### src/rtl/alu_issue_ctrl.sv
// alu_issue_ctrl
// Operand-issue and writeback controller for the external 8-bit add/subtract ALU.
// Accepts instructions over a valid/ready handshake, reads two operands from a
// 4-entry register file, issues them to the ALU, captures the result and writes
// it back. LDI bypasses the ALU and writes an immediate. NOP is consumed in place.
//
// Instruction word: [7:6] op (00 ADD, 01 SUB, 10 LDI, 11 NOP), [5:4] rd, [3:2] rs,
// [3:0] LDI immediate.
//
// Ports:
//   clk, rst              clock (rising edge), synchronous active-high reset
//   in_valid/in_instr     instruction from fetch
//   in_ready              high whenever the controller is idle
//   alu_rd_data           ALU operand A (destination register value)
//   alu_rs_data           ALU operand B (source register value)
//   alu_select            0 = add, 1 = subtract (rd - rs)
//   alu_out               combinational ALU result
//   res_valid             one-cycle writeback pulse
//   res_reg/res_data      register and value being written back
//   flag_z/flag_c         zero / carry-borrow flags (only with ALU_FLAGS_EN)
//
// Optional feature macro: ALU_FLAGS_EN adds the flag_z/flag_c ports and logic.

module alu_issue_ctrl #(
  parameter int NREGS = 4,
  parameter int W     = 8
) (
  input  logic         clk,
  input  logic         rst,
  input  logic         in_valid,
  input  logic [7:0]   in_instr,
  output logic         in_ready,
  output logic [W-1:0] alu_rd_data,
  output logic [W-1:0] alu_rs_data,
  output logic         alu_select,
  input  logic [W-1:0] alu_out,
  output logic         res_valid,
  output logic [1:0]   res_reg,
`ifdef ALU_FLAGS_EN
  output logic [W-1:0] res_data,
  output logic         flag_z,
  output logic         flag_c
`else
  output logic [W-1:0] res_data
`endif
);

  typedef enum logic [1:0] {
    IDLE = 2'd0,
    EXEC = 2'd1,
    WB   = 2'd2
  } state_t;

  localparam logic [1:0] OP_ADD = 2'b00;
  localparam logic [1:0] OP_SUB = 2'b01;
  localparam logic [1:0] OP_LDI = 2'b10;

  state_t       state_q, state_d;
  logic [W-1:0] regs_q [NREGS];
  logic [W-1:0] regs_d [NREGS];
  logic [W-1:0] alu_rd_q, alu_rd_d;
  logic [W-1:0] alu_rs_q, alu_rs_d;
  logic         alu_sel_q, alu_sel_d;
  logic         res_valid_q, res_valid_d;
  logic [1:0]   res_reg_q, res_reg_d;
  logic [W-1:0] res_data_q, res_data_d;

`ifdef ALU_FLAGS_EN
  // Carry/borrow is evaluated while the operands are on the ALU and held until
  // WB commits it, so the flag tracks exactly the result being written back.
  logic         is_alu_q, is_alu_d;
  logic         carry_pend_q, carry_pend_d;
  logic         flag_z_q, flag_z_d;
  logic         flag_c_q, flag_c_d;
`endif

  logic [1:0]   dec_op;
  logic [1:0]   dec_rd;
  logic [1:0]   dec_rs;
  logic [W-1:0] dec_imm;

  assign dec_op  = in_instr[7:6];
  assign dec_rd  = in_instr[5:4];
  assign dec_rs  = in_instr[3:2];
  assign dec_imm = W'(in_instr[3:0]);

  // Next-state and datapath logic; operands are read only in IDLE, so any
  // preceding writeback has already landed in the register file.
  always_comb begin
    state_d     = state_q;
    regs_d      = regs_q;
    alu_rd_d    = alu_rd_q;
    alu_rs_d    = alu_rs_q;
    alu_sel_d   = alu_sel_q;
    res_valid_d = 1'b0;
    res_reg_d   = res_reg_q;
    res_data_d  = res_data_q;
`ifdef ALU_FLAGS_EN
    is_alu_d     = is_alu_q;
    carry_pend_d = carry_pend_q;
    flag_z_d     = flag_z_q;
    flag_c_d     = flag_c_q;
`endif

    case (state_q)
      IDLE: begin
        if (in_valid) begin
          if (dec_op == OP_ADD || dec_op == OP_SUB) begin
            alu_rd_d  = regs_q[dec_rd];
            alu_rs_d  = regs_q[dec_rs];
            alu_sel_d = dec_op[0];
            res_reg_d = dec_rd;
            state_d   = EXEC;
`ifdef ALU_FLAGS_EN
            is_alu_d  = 1'b1;
`endif
          end else if (dec_op == OP_LDI) begin
            res_data_d  = dec_imm;
            res_reg_d   = dec_rd;
            res_valid_d = 1'b1;
            state_d     = WB;
`ifdef ALU_FLAGS_EN
            is_alu_d    = 1'b0;
`endif
          end
        end
      end

      EXEC: begin
        res_data_d  = alu_out;
        res_valid_d = 1'b1;
        state_d     = WB;
`ifdef ALU_FLAGS_EN
        carry_pend_d = alu_sel_q ? (alu_rd_q < alu_rs_q) : (alu_out < alu_rd_q);
`endif
      end

      WB: begin
        regs_d[res_reg_q] = res_data_q;
        state_d           = IDLE;
`ifdef ALU_FLAGS_EN
        if (is_alu_q) begin
          flag_z_d = (res_data_q == '0);
          flag_c_d = carry_pend_q;
        end
`endif
      end

      default: begin
        state_d = IDLE;
      end
    endcase
  end

  // Single state register; reset in EXEC or WB drops the pending writeback.
  always_ff @(posedge clk) begin
    if (rst) begin
      state_q     <= IDLE;
      for (int i = 0; i < NREGS; i++) begin
        regs_q[i] <= '0;
      end
      alu_rd_q    <= '0;
      alu_rs_q    <= '0;
      alu_sel_q   <= 1'b0;
      res_valid_q <= 1'b0;
      res_reg_q   <= '0;
      res_data_q  <= '0;
`ifdef ALU_FLAGS_EN
      is_alu_q     <= 1'b0;
      carry_pend_q <= 1'b0;
      flag_z_q     <= 1'b0;
      flag_c_q     <= 1'b0;
`endif
    end else begin
      state_q     <= state_d;
      regs_q      <= regs_d;
      alu_rd_q    <= alu_rd_d;
      alu_rs_q    <= alu_rs_d;
      alu_sel_q   <= alu_sel_d;
      res_valid_q <= res_valid_d;
      res_reg_q   <= res_reg_d;
      res_data_q  <= res_data_d;
`ifdef ALU_FLAGS_EN
      is_alu_q     <= is_alu_d;
      carry_pend_q <= carry_pend_d;
      flag_z_q     <= flag_z_d;
      flag_c_q     <= flag_c_d;
`endif
    end
  end

  assign in_ready    = (state_q == IDLE);
  assign alu_rd_data = alu_rd_q;
  assign alu_rs_data = alu_rs_q;
  assign alu_select  = alu_sel_q;
  assign res_valid   = res_valid_q;
  assign res_reg     = res_reg_q;
  assign res_data    = res_data_q;
`ifdef ALU_FLAGS_EN
  assign flag_z      = flag_z_q;
  assign flag_c      = flag_c_q;
`endif

endmodule

### config.mk
export PLATFORM = sky130hd
export DESIGN_NAME = alu_issue_ctrl
export DESIGN_NICKNAME = d
export VERILOG_FILES = /design/src/rtl/alu_issue_ctrl.sv
export SDC_FILE = /design/constraint.sdc
export NUM_CORES = 1
export LEC_CHECK = 0
export CAP_MARGIN = 20
export CORE_ASPECT_RATIO = 2
export CORE_MARGIN = 2
export CORE_UTILIZATION = 47
export DETAILED_ROUTE_END_ITERATION = 16
export GPL_TIMING_DRIVEN = 1
export PLACE_DENSITY = 0.76
export SYNTH_ARGS = -nofsm -noshare
export SYNTH_HDL_FRONTEND = slang
export SYNTH_SLANG_ARGS = --single-unit
### constraint.sdc
create_clock -name clk -period 1.5 [get_ports clk]
set_clock_uncertainty 0.2 [all_clocks]
set_input_delay 0.15 -clock clk [delete_from_list [all_inputs] [get_ports clk]]
set_output_delay 0.15 -clock clk [all_outputs]
set_load 0.01 [all_outputs]
Fig. 1: metal 4
Drawn at 4 px/um.
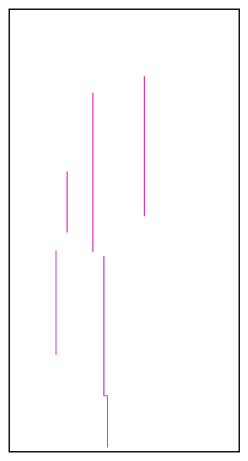
The layer holds 2.4% of the routed length. The wires run mostly vertical.
detailed-route wire length: 6863 um
via count: 2260

==> impl_table.tex <==
% Auto-generated results table
\begin{tabular}{lr}
\hline
Metric & Value \\
\hline
\multicolumn{2}{l}{\textbf{Run status}} \\
\quad Status & finished with violations \\
\quad Violations in the final reports & negative setup slack \\
\multicolumn{2}{l}{\textbf{Clocking}} \\
\quad Level count of the clock H-tree & 3 \\
\quad Number of buffers added by the clock tree synthesis step & 9 \\
\quad Count of hold buffers inserted by post-cts repair & 0 \\
\multicolumn{2}{l}{\textbf{Worst setup path}} \\
\quad Critical Path, Cell by Cell & nor4bb\_1, buf\_4, nand2\_1, a311oi\_1 \\
\quad Worst-path fanout max & 7 \\
\multicolumn{2}{l}{\textbf{STA}} \\
\quad Setup repair after global routing missed its margin & yes \\
\quad Slew Limit Fails & 0 \\
\quad Final setup violating endpoints & 34 \\
\quad PnR worst setup slack & -0.09221 ns \\
\multicolumn{2}{l}{\textbf{Synth}} \\
\quad Average cell area after synthesis & 10.57 sq um \\
\quad Cell type with the largest total area after synthesis & dfxtp\_1 \\
\quad Count of library flops with an enable pin & 0 \\
\quad Number of distinct standard cells referenced by the synthesized netlist & 32 \\
\quad Post-synth design cell area & 2653 sq um \\
\multicolumn{2}{l}{\textbf{Floorplanning}} \\
\quad Core Footprint & 5420 sq um \\
\quad Top Ports & 48 \\
\multicolumn{2}{l}{\textbf{Global route}} \\
\quad GRT Residual Overflow & 0 \\
\quad GR Util met3 & 5.484\% \\
\quad Largest net degree at the start of global routing & 26 \\
\quad Most Crowded Layer GR & met2 \\
\multicolumn{2}{l}{\textbf{Cells and area}} \\
\quad Number of cells in the finished layout apart from fillers & 397 \\
\multicolumn{2}{l}{\textbf{Routing}} \\
\quad Pre-Repair DR Iteration Count & 4 \\
\quad Number of vias per cell & 5.693 \\
\quad Iter 0 DRT Violations & 68 \\
\multicolumn{2}{l}{\textbf{Power and ir drop}} \\
\quad Pwr/cell area & 932.6 nW/um\^{}2 \\
\multicolumn{2}{l}{\textbf{Flow run}} \\
\quad Log Warnings & 29 \\
\hline
\end{tabular}
Fig. 2: I/O pins on the die edge
Drawn at 4 px/um. Pins as bars across the die edge, other pins in gray.
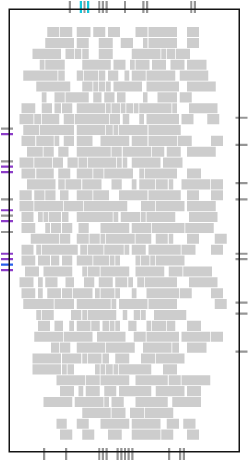
Blue marks rst, pins 1, direction input, edge left. Purple marks alu_out, pins 8, direction input, edge left. Cyan marks res_reg, pins 2, direction output, edge top.
All pins by edge: 14 left, 13 bottom, 12 top, 9 right.
die width: 57.12 um
Die Span Y: 110.2 um
PortBufs: 47

==> logic make-up (layout without fill, tap and decap cells) <==
kind of cell / after synthesis / after routing / share of synthesized area [%]
and+or+nand+nor: 77 / 77 / 14.53
DFF: 62 / 62 / 46.79
AOI/OAI and AO/OA: 52 / 52 / 13.82
muxes: 34 / 34 / 20.47
buffers and inverters: 26 / 112 / 4.387
==> routing by layer <==
layer  routed length (um)  vias to the layer above
met1                 2596                     1122
li1                     -                     1079
met3                  213                       12
met4                  163                        0
met5                    0                        -
met2                 3890                       47
==> final cells by class <==
| cell class | count | area, sq um | area share (%) |
|---|---|---|---|
| multi-input combinational | 163 | 1439 | 37.27 |
| timing repair buffer | 89 | 863.3 | 22.36 |
| sequential | 62 | 1257 | 32.57 |
| clock inverter | 4 | 45.04 | 1.167 |
| inverter | 7 | 26.28 | 0.6805 |
| tap | 60 | 75.07 | 1.944 |
| clock buffer | 12 | 155.1 | 4.018 |
==> final timing paths <==
path,start,end,slack (ns)
hold / removal,alu_out[4],res_data[4],0.18
setup reg to reg,state_q[1],res_data[3],-0.09
setup / recovery,state_q[1],res_data[3],-0.09
hold reg to reg,alu_rd_data[0],alu_rd_data[0],0.27
==> repair_timing <==
item / in CTS / in global routing
setup endpoints to repair: 76 / 51
gates resized: 53 / 27
pin swaps: 0 / 12
==> cells in the final DEF (no fill, tap or decap), drive strengths merged, types with 5 or more instances in the layout <==
cell,Yosys,final
dfxtp,62,62
buf,9,42
nand2,36,36
dlygate4sd2,0,28
nor2,22,22
a21oi,20,20
clkdlybuf4s50,0,17
mux4,16,16
mux2i,16,16
a22o,16,16
clkbuf,10,13
inv,7,7
nand2b,5,5
o21ai,5,5
==> power breakdown <==
part           internal, mW  switching (mW)
logic                 0.224           0.193
clock network         0.850           0.643
registers              1.67          0.0254
Power is estimated from default activity; no workload was simulated.
